### config.mk
export PLATFORM = sky130hd
export DESIGN_NAME = rhythm_game_sequencer
export DESIGN_NICKNAME = d
export VERILOG_FILES = /design/src/rtl/rhythm_game_sequencer.sv
export SDC_FILE = /design/constraint.sdc
export NUM_CORES = 1
export LEC_CHECK = 0
export CAP_MARGIN = 5
export CORE_UTILIZATION = 56
export CTS_BUF_LIST = sky130_fd_sc_hd__clkbuf_16
export DETAILED_ROUTE_END_ITERATION = 10
export HOLD_SLACK_MARGIN = 0.06
export PLACE_DENSITY = 0.8
export RECOVER_POWER = 50
export SLEW_MARGIN = 40
export SYNTH_ARGS = -nofsm -noshare
export SYNTH_HDL_FRONTEND = slang
export SYNTH_SLANG_ARGS = --single-unit
### constraint.sdc
create_clock -name clk -period 3.05 [get_ports clk]
set_input_delay 0.61 -clock clk [delete_from_list [all_inputs] [get_ports clk]]
set_output_delay 0.61 -clock clk [all_outputs]
set_load 0.03 [all_outputs]
### src/rtl/rhythm_game_sequencer.sv
// Game-flow controller for the LED-matrix rhythm game: countdown, chart playback,
// drain of in-flight notes, and a saturating score accumulator.
module rhythm_game_sequencer #(
    parameter int TICKS_PER_BEAT  = 12_500_000,
    parameter int CHART_LEN       = 64,
    parameter int COUNTDOWN_BEATS = 4,
    parameter int DRAIN_BEATS     = 8
) (
    input  logic       clk,
    input  logic       rst,
    input  logic       start,
    input  logic       pause,
    input  logic [1:0] chart_data,
    input  logic       delete_note,
    input  logic [1:0] score,
    output logic [7:0] chart_addr,
    output logic       shift_en,
    output logic       spawn_R,
    output logic       spawn_B,
    output logic       judge_en,
    output logic [2:0] countdown,
    output logic [2:0] state,
    output logic       game_over,
    output logic [9:0] total_score
);
    localparam int TW = (TICKS_PER_BEAT > 2) ? $clog2(TICKS_PER_BEAT) : 1;
    localparam logic [TW-1:0] TICK_LAST  = TW'(TICKS_PER_BEAT - 1);
    localparam logic [7:0]    CHART_LAST = 8'(CHART_LEN - 1);

    typedef enum logic [2:0] {
        IDLE  = 3'd0,
        COUNT = 3'd1,
        PLAY  = 3'd2,
        DRAIN = 3'd3,
        DONE  = 3'd4
    } state_t;

    state_t        cur, nxt;
    logic [TW-1:0] tick_cnt;
    logic [7:0]    drain_cnt;
    logic          running, frozen, beat, start_game;
    logic [1:0]    points;
    logic [10:0]   sum;

    assign running    = (cur == COUNT) || (cur == PLAY) || (cur == DRAIN);
    assign frozen     = pause && ((cur == PLAY) || (cur == DRAIN));
    assign beat       = running && !frozen && (tick_cnt == TICK_LAST);
    assign start_game = ((cur == IDLE) || (cur == DONE)) && start;

    assign state     = cur;
    assign judge_en  = (cur == PLAY) || (cur == DRAIN);
    assign game_over = (cur == DONE);

    always_comb begin
        nxt = cur;
        case (cur)
            IDLE, DONE: if (start) nxt = COUNT;
            COUNT:      if (beat && countdown == 3'd1) nxt = PLAY;
            PLAY:       if (beat && chart_addr == CHART_LAST) nxt = DRAIN;
            DRAIN:      if (beat && drain_cnt == 8'd1) nxt = DONE;
            default:    nxt = IDLE;
        endcase
    end

    always_comb begin
        points = 2'd0;
        case (score)
            2'b11:        points = 2'd3;
            2'b10, 2'b01: points = 2'd1;
            default:      points = 2'd0;
        endcase
        sum = {1'b0, total_score} + {9'd0, points};
    end

    always_ff @(posedge clk or posedge rst) begin
        if (rst) cur <= IDLE;
        else     cur <= nxt;
    end

    // Beat timer restarts from zero on every state change so each phase gets full beats.
    always_ff @(posedge clk or posedge rst) begin
        if (rst)                           tick_cnt <= '0;
        else if (nxt != cur || !running)   tick_cnt <= '0;
        else if (beat)                     tick_cnt <= '0;
        else if (!frozen)                  tick_cnt <= tick_cnt + 1'b1;
    end

    always_ff @(posedge clk or posedge rst) begin
        if (rst) begin
            countdown  <= 3'd0;
            chart_addr <= 8'd0;
            drain_cnt  <= 8'd0;
        end else if (start_game) begin
            countdown  <= 3'(COUNTDOWN_BEATS);
            chart_addr <= 8'd0;
        end else if (beat) begin
            case (cur)
                COUNT: countdown <= countdown - 3'd1;
                PLAY: begin
                    if (chart_addr == CHART_LAST) drain_cnt <= 8'(DRAIN_BEATS);
                    else                          chart_addr <= chart_addr + 8'd1;
                end
                DRAIN:   drain_cnt <= drain_cnt - 8'd1;
                default: ;
            endcase
        end
    end

    // Spawns use the chart entry at the pre-increment address, sampled on the beat edge.
    always_ff @(posedge clk or posedge rst) begin
        if (rst) begin
            shift_en <= 1'b0;
            spawn_R  <= 1'b0;
            spawn_B  <= 1'b0;
        end else begin
            shift_en <= beat && ((cur == PLAY) || (cur == DRAIN));
            spawn_R  <= beat && (cur == PLAY) && chart_data[1];
            spawn_B  <= beat && (cur == PLAY) && chart_data[0];
        end
    end

    always_ff @(posedge clk or posedge rst) begin
        if (rst)                          total_score <= 10'd0;
        else if (start_game)              total_score <= 10'd0;
        else if (judge_en && delete_note) total_score <= sum[10] ? 10'h3FF : sum[9:0];
    end
endmodule

==> run_summary.xml, run 1 <==
<?xml version="1.0" encoding="UTF-8"?>
<metrics>
  <group name="status">
    <metric name="outcome" unit="">finished clean</metric>
  </group>
  <group name="power">
    <metric name="power.leakage" unit="nW">1.81</metric>
    <metric name="ir_worst_vdd" unit="V">0.000303</metric>
    <metric name="power.internal" unit="mW">1.42</metric>
    <metric name="post_route_total_power" unit="mW">1.91</metric>
  </group>
  <group name="synthesis">
    <metric name="syn_area" unit="sq um">3310</metric>
    <metric name="post_synth_inst_count" unit="">355</metric>
    <metric name="yosys_register_bits" unit="">59</metric>
    <metric name="yosysUniqueCellTypes" unit="">48</metric>
    <metric name="synth_seq_share" unit="">0.446</metric>
    <metric name="yosysMostFrequentCell" unit="">dfrtp_1</metric>
  </group>
  <group name="global_routing">
    <metric name="initial_antenna_violation_count" unit="">0</metric>
    <metric name="via_count_of_the_first_global_routing_pass" unit="">2799</metric>
    <metric name="gr-max-usage-layer" unit="">met2</metric>
  </group>
  <group name="timing">
    <metric name="finalSetupTns" unit="ns">0</metric>
    <metric name="finalHoldViolations" unit="">0</metric>
    <metric name="finalSetupViolations" unit="">0</metric>
    <metric name="finalWorstPathRequiredPeriod" unit="ns">2.82</metric>
    <metric name="fmax" unit="GHz">0.354</metric>
  </group>
  <group name="drt">
    <metric name="wl_per_cell" unit="um">16.7</metric>
  </group>
  <group name="setup_path">
    <metric name="required" unit="ns">2.44</metric>
    <metric name="worst_path_dominant_cell_family" unit="">buffers and inverters</metric>
    <metric name="worst-path-stages" unit="">3</metric>
    <metric name="cp-startpoint" unit="">state[1]$_DFF_PP0_</metric>
    <metric name="r2r_start" unit="">tick_cnt[0]$_DFFE_PP0P_</metric>
    <metric name="register_to_register_setup_slack" unit="ns">0.38</metric>
    <metric name="ordered_list_of_cells_on_the_worst_path" unit="">nand2b_1 -&gt; inv_2 -&gt; clkdlybuf4s50_1</metric>
    <metric name="worst_setup_path_endpoint" unit="">judge_en</metric>
    <metric name="crit_path_max_fanout" unit="">10</metric>
  </group>
  <group name="final_layout">
    <metric name="total_of_fill_cells_in_the_finished_design" unit="">432</metric>
    <metric name="logic_area" unit="sq um">1710</metric>
  </group>
  <group name="clock_tree">
    <metric name="cts.reportedPaths.clkPinSlew" unit="ns">0.05</metric>
    <metric name="late_pin_clk_latency" unit="ns">0.32</metric>
  </group>
  <group name="floorplanning">
    <metric name="fp.dieW" unit="um">78.9</metric>
  </group>
  <group name="place">
    <metric name="place_hpwl" unit="mm">5.41</metric>
  </group>
</metrics>
==> run 1: cells by family after synthesis <==
kind of cell	share of synthesized area
xor gates and xnor gates	0.0767
and+or+nand+nor	0.315
AOI/OAI and AO/OA	0.0846
muxes	0.00604
buffers and inverters	0.0363
adders and majority gates	0.0363
DFF	0.446
==> run 1: power by group through the flow <==
| stage | Sequential [mW] | Combinational, mW | Clock, mW |
|---|---|---|---|
| detailed placement | 0.882 | 0.186 | 0 |
| global placement | 0.879 | 0.179 | 0 |
| CTS | 0.870 | 0.191 | 0.866 |
| global route | 0.878 | 0.204 | 0.905 |
| finish | 0.872 | 0.184 | 0.859 |
| floorplan | 0.876 | 0.130 | 0 |
==> run 1: metrics by stage <==
stage          cells  hold slack, ns   util  setup slack [ns]  area (sq um)
3_5_place_dp     459           0.518  0.672             0.130          3770
5_1_grt          475           0.553  0.714             0.155          4010
6_report         475           0.529  0.714             0.228          4010
2_1_floorplan    355           0.479      -             0.659          3310
4_1_cts          475           0.529  0.718             0.254          4030
3_3_place_gp     459           0.513  0.672             0.216          3770
==> run 1: cell type report <==
class	count	area share
Inverter	12	0.0112
Clock inverter	7	0.00719
Tap cell	72	0.0225
Clock buffer	9	0.0562
Multi-Input combinational cell	271	0.427
Timing Repair Buffer	45	0.107
Sequential cell	59	0.369
==> run 1: worst reg2reg max path, cell delays in order, from the launching register on <==
cell      delay, ns
dfrtp_1        0.43
ha_1           0.22
and4_1         0.26
nand2_1        0.16
or3_1          0.66
o211ai_1       0.35
o21a_2         0.38
nor2_1         0.10
==> run 1: layer usage <==
metal	vias up	part of all wire
met5	-	0
met4	0	0.015
met3	13	0.055
met2	104	0.47
met1	1386	0.46
li1	1352	-
==> run 1: worst min path at each step <==
stage | slack (ns) | to | from | cells past startpoint
floorplan | 0.48 | drain_cnt[1]$_DFFE_PP0P_ | drain_cnt[1]$_DFFE_PP0P_ | 1
global placement | 0.51 | drain_cnt[1]$_DFFE_PP0P_ | drain_cnt[1]$_DFFE_PP0P_ | 1
detailed placement | 0.52 | drain_cnt[1]$_DFFE_PP0P_ | drain_cnt[1]$_DFFE_PP0P_ | 1
CTS | 0.53 | drain_cnt[1]$_DFFE_PP0P_ | drain_cnt[1]$_DFFE_PP0P_ | 1
global route | 0.55 | drain_cnt[1]$_DFFE_PP0P_ | drain_cnt[1]$_DFFE_PP0P_ | 1
finish | 0.53 | drain_cnt[1]$_DFFE_PP0P_ | drain_cnt[1]$_DFFE_PP0P_ | 1
==> run 1: cells in the final DEF (no fill, tap or decap), drive strengths merged, types with 14 or more instances in the layout <==
| master | Yosys | layout |
|---|---|---|
| xor2 | 17 | 17 |
| nand3 | 21 | 21 |
| clkdlybuf4s50 | 0 | 23 |
| dlygate4sd3 | 0 | 14 |
| dfrtp | 59 | 59 |
| inv | 12 | 15 |
| a21oi | 18 | 18 |
| nor2 | 45 | 45 |
| nor3 | 16 | 16 |
| nand4 | 16 | 16 |
| nand2 | 29 | 29 |
==> run 1: state kept, by name, indices dropped and copies added, names as in the netlist <==
register and count:
tick_cnt 24, total_score 10, chart_addr 8, drain_cnt 8, countdown 3, state 3, shift_en 1, spawn_B 1
spawn_R 1
==> run_1/density.png <==
Scale: 4 px per um. The die is cut into 8 by 8 equal tiles; white is low, dark blue is high, 0 to 100% covered.
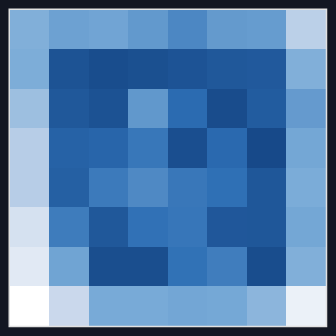
1.6% of the tiles are nearly empty. The fullest tile reaches 90%. The emptiest ninth of the die: bottom left.
Core Footprint: 5610 sq um
effective utilization at floorplan: 0.591
core occupancy in the finished layout: 0.714

==> run_1/clock_map.png <==
Scale: 4 px per um.
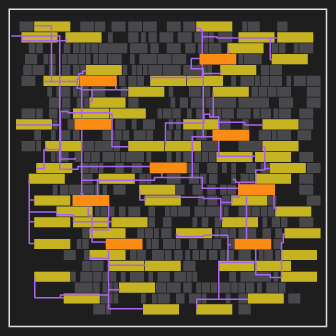
Yellow stands for flip-flops, count 59. Orange stands for cells driving clock nets, count 9. Purple stands for clock wires, length 786 um.
There are 10 routed clock nets.
clock-net power: 859 uW
clock tree skew after final layout: 0.00546 ns

==> run_1/met1.png <==
Scale: 4 px per um. Supply wires on this layer in grey.
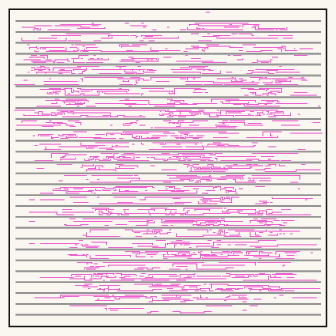
The longest straight run is 34.0 um. The layer carries 3630 um of wire. The layer holds 46% of the routed length.
Via Count: 2855
total detailed-routing wirelength: 7.95 mm
met1 demand-to-capacity share in global routing: 0.383

==> run_1/final_clocks.png <==
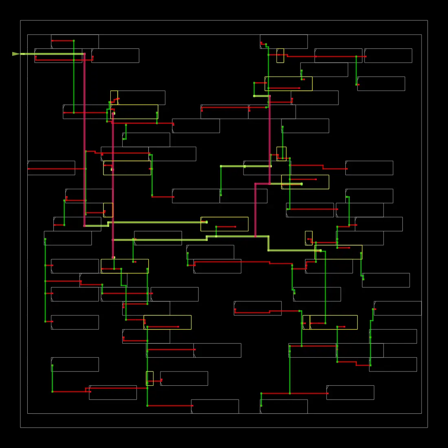

==> run 2: changes to the inputs <==
--- a/config.mk
+++ b/config.mk
@@ -6,11 +6,12 @@
 export NUM_CORES = 1
 export LEC_CHECK = 0
 export CAP_MARGIN = 5
-export CORE_UTILIZATION = 56
+export CORE_UTILIZATION = 60
 export CTS_BUF_LIST = sky130_fd_sc_hd__clkbuf_16
 export DETAILED_ROUTE_END_ITERATION = 10
+export DONT_BUFFER_PORTS = 1
 export HOLD_SLACK_MARGIN = 0.06
-export PLACE_DENSITY = 0.8
+export PLACE_DENSITY = 0.76
 export RECOVER_POWER = 50
 export SLEW_MARGIN = 40
 export SYNTH_ARGS = -nofsm -noshare
==> run_2/final_clocks.png <==
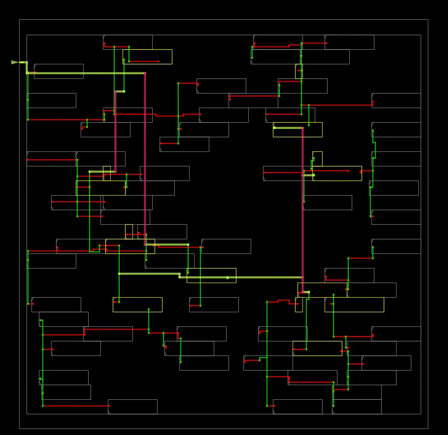
CTS sink count: 59
seq_cells: 59
clock tree skew after final layout: 0.0100 ns
clock-net power: 924 uW
Late-Pin Clk Latency: 0.32 ns

==> run_summary.xml, run 2 <==
<?xml version="1.0" encoding="UTF-8"?>
<metrics>
  <group name="status">
    <metric name="outcome" unit="">finished clean</metric>
  </group>
  <group name="final_layout">
    <metric name="regMostFlops" unit="">tick_cnt</metric>
    <metric name="finalNonFillerCells" unit="">434</metric>
    <metric name="core_occupancy_in_the_finished_layout" unit="">0.701</metric>
    <metric name="reg_top3" unit="">tick_cnt x24, total_score x10</metric>
  </group>
  <group name="timing">
    <metric name="worst_slack" unit="ns">0.544</metric>
    <metric name="timing.hold.ws" unit="ns">0.389</metric>
    <metric name="finalHoldViolations" unit="">0</metric>
    <metric name="finalSetupViolations" unit="">0</metric>
    <metric name="finalWorstPathRequiredPeriod" unit="ns">2.51</metric>
    <metric name="fmax" unit="GHz">0.399</metric>
  </group>
  <group name="floorplanning">
    <metric name="core_util_floorplan" unit="">0.637</metric>
    <metric name="core_area" unit="sq um">5200</metric>
  </group>
  <group name="global_routing">
    <metric name="initial_antenna_violation_count" unit="">0</metric>
    <metric name="via_count_of_the_first_global_routing_pass" unit="">2469</metric>
  </group>
  <group name="drt">
    <metric name="detailroute.via_count" unit="">2720</metric>
    <metric name="routed_wirelength" unit="mm">7.27</metric>
    <metric name="wl_per_cell" unit="um">16.7</metric>
  </group>
  <group name="power">
    <metric name="ir_worst_vdd" unit="V">0.000492</metric>
  </group>
  <group name="synthesis">
    <metric name="syn_area" unit="sq um">3310</metric>
    <metric name="yosys_register_bits" unit="">59</metric>
    <metric name="post_synth_inst_count" unit="">355</metric>
  </group>
  <group name="setup_path">
    <metric name="crit_path_max_fanout" unit="">8</metric>
  </group>
  <group name="place">
    <metric name="preCtsSetupSlack" unit="ns">0.510</metric>
    <metric name="place_hpwl" unit="mm">5.03</metric>
  </group>
</metrics>
run 2: cell types whose count changed in the layout (fill, tap and decap cells not counted):
cell | before | now
or3_4 | 0 | 1
buf_4 | 7 | 4
or3_1 | 9 | 8
clkinv_2 | 2 | 1
bufinv_16 | 0 | 1
clkdlybuf4s50_1 | 23 | 0
clkbuf_1 | 0 | 1
dlygate4sd3_1 | 14 | 1
inv_1 | 14 | 13
run 2: final cells by class:
class / count / area, sq um / area share
inverter: 12 / 45.0 / 0.0123
timing repair buffer: 7 / 48.8 / 0.0134
clock buffer: 9 / 225 / 0.0617
clock inverter: 6 / 50.0 / 0.0137
sequential: 59 / 1480 / 0.405
tap: 70 / 87.6 / 0.0240
multi-input combinational: 271 / 1720 / 0.470
run 2: kinds of logic (layout without fill, tap and decap cells):
group | Yosys count | after routing | share of synthesized area
compound gates | 47 | 47 | 0.0846
xor+xnor | 29 | 29 | 0.0767
fa+ha+maj | 9 | 9 | 0.0363
buf+inv | 25 | 34 | 0.0363
flops | 59 | 59 | 0.446
mux | 2 | 2 | 0.00604
simple gates | 184 | 184 | 0.315
run 2: power breakdown:
group	switching [mW]	leakage [nW]	total (mW)	internal, mW
combinational	0.0994	0.680	0.155	0.0556
sequential	0.0590	0.808	0.880	0.821
clock	0.313	0.143	0.924	0.612
total	0.471	1.63	1.96	1.49
run 2: worst max-delay path: stages, from the launching register on:
cell,delay (ns)
dfrtp_1,0.60
ha_1,0.29
nor3b_1,0.34
a21o_1,0.46
nand2_1,0.16
nor3_1,0.27
xnor2_1,0.16
nor2_1,0.07
run 2: metal layers:
metal,up-vias,share of wire,global-route usage
met5,-,0,0
met4,0,0.011,0.106
met3,8,0.077,0.0671
met2,104,0.46,0.398
met1,1341,0.46,0.367
li1,1267,-,-
run 2: path summary, 6_finish.rpt:
check	start	depth (start not counted)	slack [ns]	endpoint
worst max-delay path	chart_addr[1]$_DFFE_PP0P_	7	0.54	drain_cnt[5]$_DFFE_PP0P_
worst min-delay path	start	1	0.39	state[2]$_DFF_PP0_
min in group asynchronous	rst	2	0.63	total_score[3]$_DFFE_PP0P_
max in group asynchronous	rst	3	0.88	drain_cnt[3]$_DFFE_PP0P_
worst max register to register	chart_addr[1]$_DFFE_PP0P_	7	0.54	drain_cnt[5]$_DFFE_PP0P_
worst min register to register	drain_cnt[1]$_DFFE_PP0P_	1	0.53	drain_cnt[1]$_DFFE_PP0P_
Power figures rest on the tool's default switching activity, not on a simulated workload.
